Design tx_packet_scheduler, sky130hd; sources not shown.
Fig. 1: run 1, power grid
(4 px per µm) Pins as bars on the die edge. Tap cells in gray.
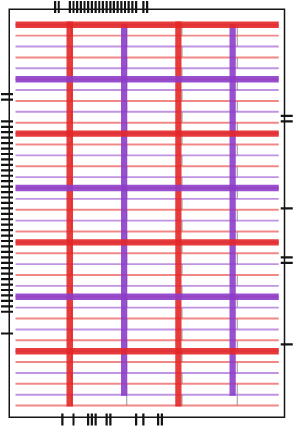
purple -> VDD
red -> VSS
rows = 35
met5 straps = 7
Max IR drop VDD: 0.5065 mV
Core Region: 6262 µm²
die height: 101.6 µm
Horiz. Die Dim: 68.41 µm

Fig. 2: run 1, placement by cell class
(4 px per µm) Fill, decap, tap and diode cells in gray.
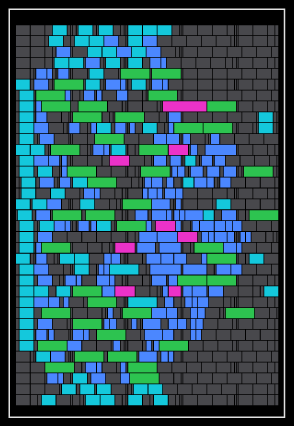
green -> registers  # cells 43
blue -> remaining logic cells  # cells 172
cyan -> remaining buffers and delay cells  # cells 83
magenta -> clock drivers and dummy loads  # cells 8
final std cell area, no fill: 3136 µm²
Seq/total area: 27.45%
row cnt: 35
final core utilization: 50.07%

Fig. 3: run 1, clock distribution
(4 px per µm)
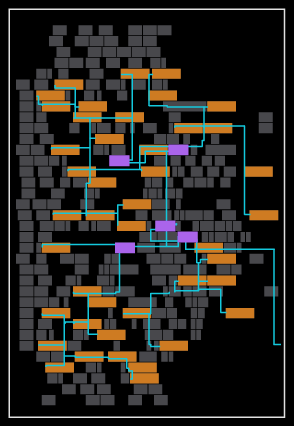
purple -> clock-net drivers  # count 5
cyan -> clock wires  # length 565 µm
orange -> flip-flops  # count 43
routed clock nets = 6
flops lie = widely spread
clock latency on the worst-skew pair: 0.30 ns
clock network fraction of total power: 15.5%
clk_skew: 0.008003 ns
clk pwr: 0.000630 W

==> run_results.csv, run 1 <==
group,metric,value,unit
critical_path,path_buffers,1,
clocking,post_cts_buffers,0,
routing,drc,0,
clocking,cts_tree,"done",
timing,slew_headroom,65.16,%
power_and_ir_drop,p_int,0.002423,W
logic_synthesis,netlist.top_cell.by_area,"dfxtp_1",
power_and_ir_drop,swShare,40.50,%
place,io_buffers,78,
critical_path,required,2.54,ns
global_routing,grt_pass1_wl,8.556,mm
timing,finalHoldViolations,0,
logic_synthesis,netlist_top_cells_count,"43 x dfxtp_1, 38 x nor2_1, 24 x mux2i_1",
cells_and_area,area_delta_synth_final,48.11,%
run_status,status,"complete, no violations",
critical_path,endpoint_kind,"register",
die,dieArea,6951,µm²
global_routing,met3_usage,4.730,%
global_routing,grt_usage,16.03,%
critical_path,start_kind,"register",
cells_and_area,final-clk-cell-share,3.871,%
routing,drt_wl_total,5.319,mm
cells_and_area,antenna_cells,0,
critical_path,rr_worst_depth,7,
power_and_ir_drop,power_top_consumer,"combinational cells",
job,maxCapViolations,0,
critical_path,cp_top_family,"simple AND/OR/NAND/NOR gates",
timing,worst_slew_pin_slew,0.5171,ns
==> inputs of run 2 (changes only) <==
CTS_CLUSTER_SIZE = 25   (was default)
==> run_results.csv, run 2 <==
group,metric,value,unit
critical_path,start_kind,"register",
cells_and_area,final_cell_area,3136,µm²
critical_path,required,2.54,ns
global_routing,met3_usage,4.730,%
cells_and_area,antenna_cells,0,
power_and_ir_drop,clk-power,0.000630,W
critical_path,endpoint_kind,"register",
timing,slew_headroom,65.16,%
die,dieArea,6951,µm²
critical_path,cp_top_family,"simple AND/OR/NAND/NOR gates",
clocking,cts_tree,"done",
routing,drt_wl_total,5.319,mm
power_and_ir_drop,swShare,40.50,%
clocking,post_cts_buffers,0,
global_routing,grt_usage,16.03,%
timing,worst_slew_pin_slew,0.5171,ns
cells_and_area,final_core_util,50.07,%
power_and_ir_drop,power_top_consumer,"combinational cells",
place,io_buffers,78,
critical_path,rr_worst_depth,7,
global_routing,grt_pass1_wl,8.556,mm
job,maxCapViolations,0,
timing,skew,0.008003,ns
timing,finalHoldViolations,0,
die,dieHeight,101.6,µm
run_status,status,"complete, no violations",
critical_path,path_depth,7,
power_and_ir_drop,clockPowerShare,15.5,%
critical_path,path_buffers,1,
power_and_ir_drop,irDropWorstVdd,0.5065,mV
cells_and_area,seqAreaFraction,27.45,%
routing,drc,0,
die,dieWidth,68.41,µm
die,core-area,6262,µm²
Fig. 4: run 2, power grid
(4 px per µm) Pins as bars on the die edge. Tap cells in gray.
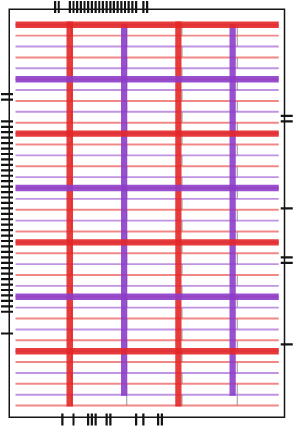

Fig. 5: run 2, placement by cell class
(4 px per µm) Fill, decap, tap and diode cells in gray.
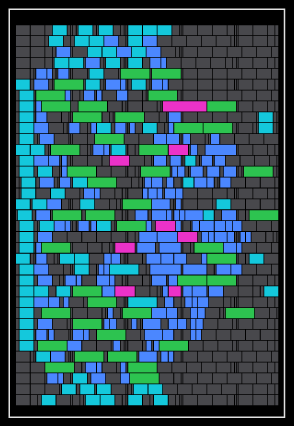
magenta -> clock drivers and dummy loads  # cells 8
cyan -> remaining buffers and delay cells  # cells 83
blue -> remaining logic cells  # cells 172
green -> registers  # cells 43

Fig. 6: run 2, clock distribution
(4 px per µm)
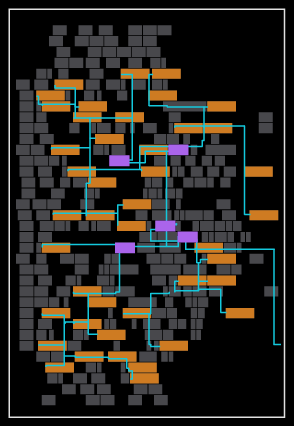

==> inputs of run 3 (changes only) <==
ABC_AREA = 1   (was default)
CORE_UTILIZATION = 30   (was 32)
PLACE_DENSITY = 0.84   (was 0.83)
SLEW_MARGIN = 10   (was 20)
Fig. 7: run 3, clock distribution
(4 px per µm)
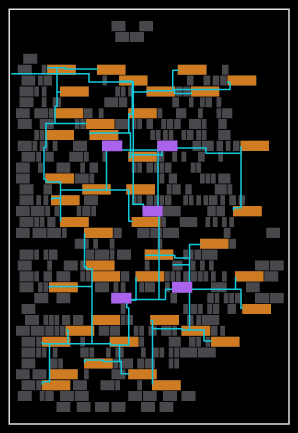
orange -> flip-flops  # count 43
cyan -> clock wires  # length 586 µm
purple -> clock-net drivers  # count 5
flops lie = widely spread
clock latency on the worst-skew pair: 0.29 ns
clock network fraction of total power: 13.8%

Fig. 8: run 3, routed metal, one color a layer
(4 px per µm)
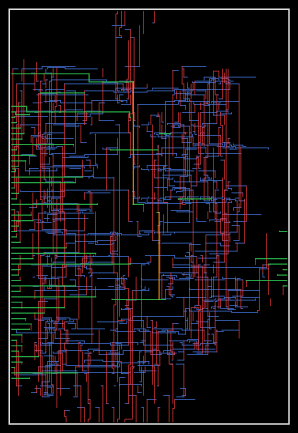
red -> M2  # wire length 2,760 µm
green -> M3  # wire length 451 µm
orange -> M4  # wire length 52.4 µm
blue -> M1  # wire length 2,200 µm
DRT Wirelength: 5.458 mm
WL/cell: 12.21 µm
total number of vias: 2,100
Global Route Usage Sum: 15.98%

==> run_results.csv, run 3 <==
group,metric,value,unit
die,core-area,6576,µm²
job,maxCapViolations,0,
logic_synthesis,netlist.top_cell.by_area,"dfxtp_1",
cells_and_area,area_delta_synth_final,45.64,%
timing,slew_headroom,59.80,%
critical_path,start_kind,"register",
clocking,post_cts_buffers,0,
cells_and_area,final-clk-cell-share,2.845,%
power_and_ir_drop,irDropWorstVdd,0.4471,mV
cells_and_area,seqAreaFraction,28.79,%
place,io_buffers,78,
cells_and_area,final_cell_area,2990,µm²
die,std_cell_rows,36,
cells_and_area,final_core_util,45.47,%
critical_path,endpoint_kind,"output pin",
cells_and_area,antenna_cells,0,
power_and_ir_drop,p_int,0.001978,W
critical_path,required,1.96,ns
timing,worst_slew_pin_slew,0.6030,ns
critical_path,cp_max_fo,4,
power_and_ir_drop,clk-power,0.000477,W
critical_path,path_depth,4,
power_and_ir_drop,swShare,42.59,%
critical_path,cp_top_family,"buffers and inverters",
global_routing,met3_usage,5.620,%
die,dieHeight,103.3,µm
global_routing,grt_pass1_wl,9.177,mm
die,dieWidth,69.55,µm
logic_synthesis,netlist_top_cells_count,"105 x nand2_1, 43 x dfxtp_1, 25 x inv_1",
die,dieArea,7185,µm²
timing,finalHoldViolations,0,
power_and_ir_drop,p_switching,0.001468,W
run_status,status,"complete, no violations",
No activity file was given, so power comes from the tool's default toggle rates.
